[src/rtl/inst_store_cu.sv]
// inst_store_cu: serialises whole MIPS/Y86 instructions into little-endian
// byte writes to the instruction memory, one byte per cycle, while tracking
// a running write pointer and a completed-instruction count.
module inst_store_cu #(
  parameter int CNT_W = 16
) (
  input  logic             clk,
  input  logic             resetn,
  input  logic             in_valid,
  output logic             in_ready,
  input  logic [47:0]      in_inst,
  input  logic             in_mode,
  input  logic [31:0]      in_addr,
  input  logic             in_seq,
  input  logic             flush,
  input  logic             wr_stall,
  output logic             mem_we,
  output logic [31:0]      mem_addr,
  output logic [7:0]       mem_datain,
  output logic [31:0]      next_addr,
  output logic             busy,
  output logic [CNT_W-1:0] inst_count
);

  typedef enum logic {S_IDLE = 1'b0, S_WRITE = 1'b1} state_e;

  state_e           state_q;
  logic [2:0]       off_q;
  logic [2:0]       len_q;
  logic [31:0]      base_q;
  logic [47:0]      inst_q;
  logic [31:0]      next_addr_q;
  logic [CNT_W-1:0] cnt_q;

  logic             last;
  logic             accept;
  logic [31:0]      base_plus_len;
  logic [31:0]      seq_base;
  logic [2:0]       in_len;

  // Instruction length in bytes: MIPS is fixed, Y86 is decoded from the
  // opcode nibble of byte 0.
  function automatic logic [2:0] inst_len(input logic mode, input logic [3:0] nib);
    logic [2:0] l;
    if (!mode) l = 3'd4;
    else begin
      case (nib)
        4'h2, 4'h6, 4'hA, 4'hB: l = 3'd2;
        4'h7, 4'h8:             l = 3'd5;
        4'h3, 4'h4, 4'h5:       l = 3'd6;
        default:                l = 3'd1;
      endcase
    end
    return l;
  endfunction

  assign in_len        = inst_len(in_mode, in_inst[7:4]);
  assign busy          = (state_q == S_WRITE);
  assign base_plus_len = base_q + {29'd0, len_q};
  // Final byte of the current instruction goes out this cycle.
  assign last          = busy && (off_q == len_q - 3'd1) && !wr_stall && !flush;
  assign in_ready      = !flush && (!busy || last);
  assign accept        = in_valid && in_ready;
  // On a back-to-back accept the registered next_addr is still stale, so the
  // sequential base must come from the instruction finishing right now.
  assign seq_base      = last ? base_plus_len : next_addr_q;

  assign mem_we        = busy && !wr_stall && !flush;
  assign mem_addr      = base_q + {29'd0, off_q};
  assign next_addr     = next_addr_q;
  assign inst_count    = cnt_q;

  // Byte select for the current offset (little-endian).
  always_comb begin
    mem_datain = 8'd0;
    case (off_q)
      3'd0:    mem_datain = inst_q[7:0];
      3'd1:    mem_datain = inst_q[15:8];
      3'd2:    mem_datain = inst_q[23:16];
      3'd3:    mem_datain = inst_q[31:24];
      3'd4:    mem_datain = inst_q[39:32];
      3'd5:    mem_datain = inst_q[47:40];
      default: mem_datain = 8'd0;
    endcase
  end

  // Control FSM plus write-pointer, offset and completion bookkeeping.
  // The offset is not advanced on the last byte so address/data keep showing
  // the final write while idle.
  always_ff @(posedge clk or negedge resetn) begin
    if (!resetn) begin
      state_q     <= S_IDLE;
      off_q       <= 3'd0;
      len_q       <= 3'd1;
      base_q      <= 32'd0;
      inst_q      <= 48'd0;
      next_addr_q <= 32'd0;
      cnt_q       <= '0;
    end else if (flush) begin
      state_q <= S_IDLE;
      off_q   <= 3'd0;
    end else begin
      if (last) begin
        next_addr_q <= base_plus_len;
        cnt_q       <= cnt_q + CNT_W'(1);
        state_q     <= S_IDLE;
      end else if (busy && !wr_stall) begin
        off_q <= off_q + 3'd1;
      end
      if (accept) begin
        base_q  <= in_seq ? seq_base : in_addr;
        inst_q  <= in_inst;
        len_q   <= in_len;
        off_q   <= 3'd0;
        state_q <= S_WRITE;
      end
    end
  end

endmodule

[config.mk]
export PLATFORM = sky130hd
export DESIGN_NAME = inst_store_cu
export DESIGN_NICKNAME = d
export VERILOG_FILES = /design/src/rtl/inst_store_cu.sv
export SDC_FILE = /design/constraint.sdc
export NUM_CORES = 1
export LEC_CHECK = 0
export ABC_AREA = 1
export CAP_MARGIN = 20
export CORE_MARGIN = 1
export CORE_UTILIZATION = 51
export CTS_CLUSTER_SIZE = 40
export DETAILED_ROUTE_END_ITERATION = 10
export PLACE_DENSITY = 0.84
export SLEW_MARGIN = 0
export SYNTH_ARGS = -nofsm -noshare
export SYNTH_HDL_FRONTEND = slang
export SYNTH_SLANG_ARGS = --single-unit
export TNS_END_PERCENT = 10
[constraint.sdc]
create_clock -name clk -period 3 [get_ports clk]
set_input_delay 0.6 -clock clk [delete_from_list [all_inputs] [get_ports clk]]
set_output_delay 0.6 -clock clk [all_outputs]
set_load 0.02 [all_outputs]
### Placement density heat map

The die is cut into 13 by 13 equal tiles; white is low, dark blue is high, 0 to 100% covered.
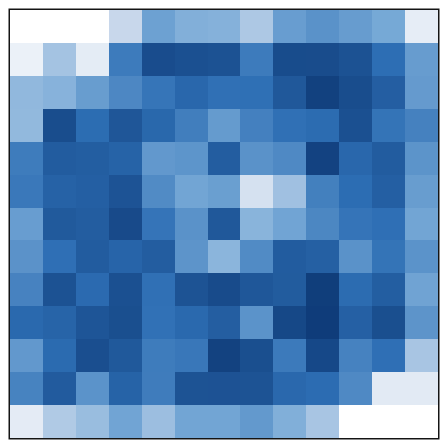
fullest tile: 95%
tiles over 75% full: 42%
nearly empty tiles: 3.6%
mean over tiles: 65%
post-layout util: 71.5%
core box area: 14800 µm²
starting density of the core: 53.1%

### Signal wires on met2

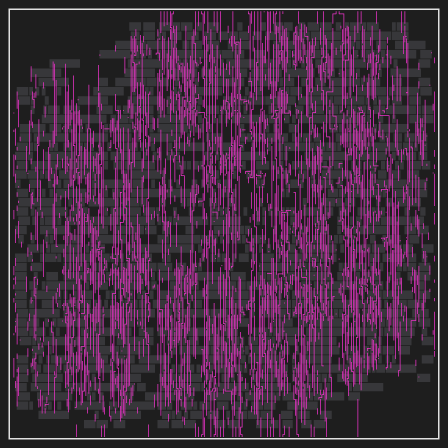
nets with wire on the layer: 1100
longest straight run: 50.0 µm
main direction: vertical
share of all routed wire: 47%
grt met2 use: 49.0%
final wirelength: 23400 µm
vias: 7794

### M1 wires

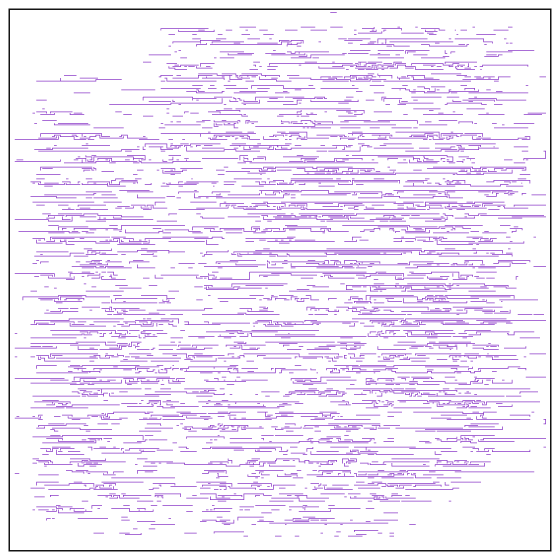
nets with wire on the layer: 1241
main direction: horizontal
wire length on this layer: 9970 µm
longest straight run: 41.4 µm
GR Util met1: 39.4%

### Sequential cells colored by netlist name

Other sequential cells in the stronger gray, the rest of the logic in the fainter gray.
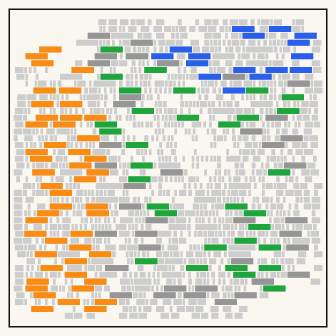
legend:
  `inst_count`:
    color: blue
    placed_flops: 16
  `base_q`:
    color: green
    placed_flops: 32
  `inst_q`:
    color: orange
    placed_flops: 48
    where: a column on the left
not colored: 39
Seq/total area: 32.0%
Seq. cell area: 3380 µm²
sequential cell power: 2510 µW

### Placement view

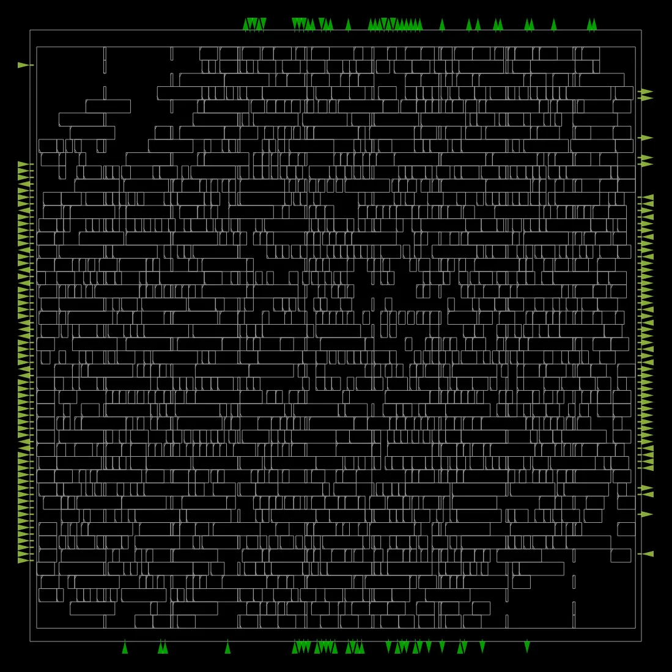
flop count: 135
# rows: 44

-- synthesized netlist by cell type (2+ instances only) --
cell type  number
o21ai_0        18
inv_1         103
ha_1           13
nand3_2         2
nor2_1        104
nand2_2         2
a221oi_1        8
a22o_1          7
clkbuf_1        8
or2_2           3
buf_4           9
buf_1           2
a21oi_1        15
nand3_1        83
inv_2           3
xnor2_1         9
buf_2          14
dfrtp_1       134
nand4_1         5
nor2_4          3
nor3_1          8
fa_1            2
and2_1          8
a21boi_1       15
nor2_2          2
xor2_1         46
nand2_1       447
o21ai_1         3
-- state kept, by name, indices dropped and copies added (netlist names) --
signal	count
inst_count	16
inst_q	48
busy	1
next_addr	32
base_q	32
len_q	3
off_q	3
-- kinds of logic (layout without fill, tap and decap cells) --
kind of cell	after synthesis	count (layout)	synth area share, %
AND-OR/OR-AND	71	71	5.98
XOR/XNOR	55	55	6.15
adder cells (fa/ha/maj)	15	15	2.59
buffers and inverters	140	352	7.46
flip-flops	135	135	43.2
AND/OR/NAND/NOR	668	668	34.6
-- metal layers --
layer  wire [µm]  vias to the layer above  global-route usage [%]  share of wire, %
li1            -                     3775                       -                 -
met1        9970                     3638                    39.4                43
met2       10900                      334                    49.0                47
met3        1870                       47                    7.26               8.0
met4         662                        0                    14.2               2.8
met5           0                        -                       0                 0
-- through the flow --
stage                     hold slack (ps)  TNS [ps]
final                                 147         0
after CTS                             179         0
after global routing                  197      -283
after floorplan                       304         0
after global placement                462      -455
after detailed placement              465     -1120
-- critical path: stages (launching register included) --
cell and delay [ps]:
dfrtp_1 380, buf_4 160, ha_1 280, nand3_1 80
nand3_1 100, inv_1 90, nor2_1 220, nand2_1 100
xor2_1 190, dlygate4sd2_1 360
==> GITHUB_STEP_SUMMARY <==
## Synthesis and layout report

| Metric | Value |
|---|---|
| CTS resizes | `98` |
| Total track usage | `30.6%` |
| Worst Setup End Kind | `output pin` |
| Fin crit share | `99.3%` |
| Leak | `0.00538 µW` |
| CTS H-Tree Depth | `4` |
| Final Max Slew Viols | `0` |
| Worst-Skew Late Latency | `430 ps` |
| Largest fanout on the critical path | `5` |
| Top cells excl fill/tap | `nand2_1, clkdlybuf4s50_1, dfrtp_1, inv_1, nor2_1` |
| R2R Setup Slk | `440 ps` |
| Iteration tally of the first detailed-router pass | `7` |
| Setup Buffers After CTS | `1` |
| FF-to-FF End | `base_q[20]$_DFFE_PN0P_` |
| Sw Ratio | `35.8%` |
| Fillers | `1192` |
| NetSw | `2510 µW` |
| Dominant register cell | `dfrtp_1` |
| Final hold vios | `0` |
| Design Power | `7000 µW` |
| Setup violators final | `0` |
| Vias in the first global route | `7580` |
| Largest cell class by area | `logic gates` |
| Log Warnings | `30` |
| Least-Margin Pin Slew | `680 ps` |
| Place WS | `-180 ps` |
| Fin worst setup slack | `21.1 ps` |
| Clk buf depth | `2` |
| Synth-to-layout area growth | `34.7%` |
| Finished Layout Cells | `1480` |
| Comb/total area | `37.6%` |
| # hold bufs at CTS | `0` |
| Largest net degree at the start of global routing | `66` |
| Ant diodes | `0` |
| Drt initial violations | `654` |
| Routed vias/inst | `5.27` |
| Io pins | `178` |
| CTS Root Cell | `clkbuf_16` |
| Post-route cell area | `10500 µm²` |
| Final critical-path required period | `2980 ps` |
| Clk_skew | `10.6 ps` |
| Synth area leader | `dfrtp_1` |
| Die X | `126 µm` |
| Final Net Count | `1385` |
| Worst Path Required | `2400 ps` |
| #MultiIn Comb | `809` |
| Slew margin rel. | `54.7%` |
| Beginning of the critical path | `off_q[1]$_DFFE_PN0P_` |
| First-pass GRT wire length | `37700 µm` |
| Critical R2R Launch | `len_q[0]$_DFFE_PN1P_` |
| Clk power | `2190 µW` |
| Drc violations | `0` |
| Die height | `126 µm` |
| Area reported by Yosys stat | `7830 µm²` |
| Post-Synthesis Cells | `1084` |
| Clk pin slew, worst setup/hold paths | `70 ps` |
| Nonclk inv count | `106` |
| Ys async rst share | `100%` |
| P_int | `4490 µW` |
| Top cells by area | `dfrtp_1, nand2_1, nand3_1` |
| Top-area cell share | `42.8%` |
| Avg Cell Area, Syn | `7.22 µm²` |
| Final clock-cell share | `5.86%` |
| Peak supply drop | `0.418 mV` |
| Outcome | `complete, no violations` |
| Max cap viols | `0` |
| Logic gate share of total power | `32.9%` |
| Synth flops | `135` |
| Mapped cell area | `7830 µm²` |
| Synth cell types | `36` |
| Clock sink total | `135` |
| Port-buffer cells | `177` |
Power and IR drop assume default switching activity.
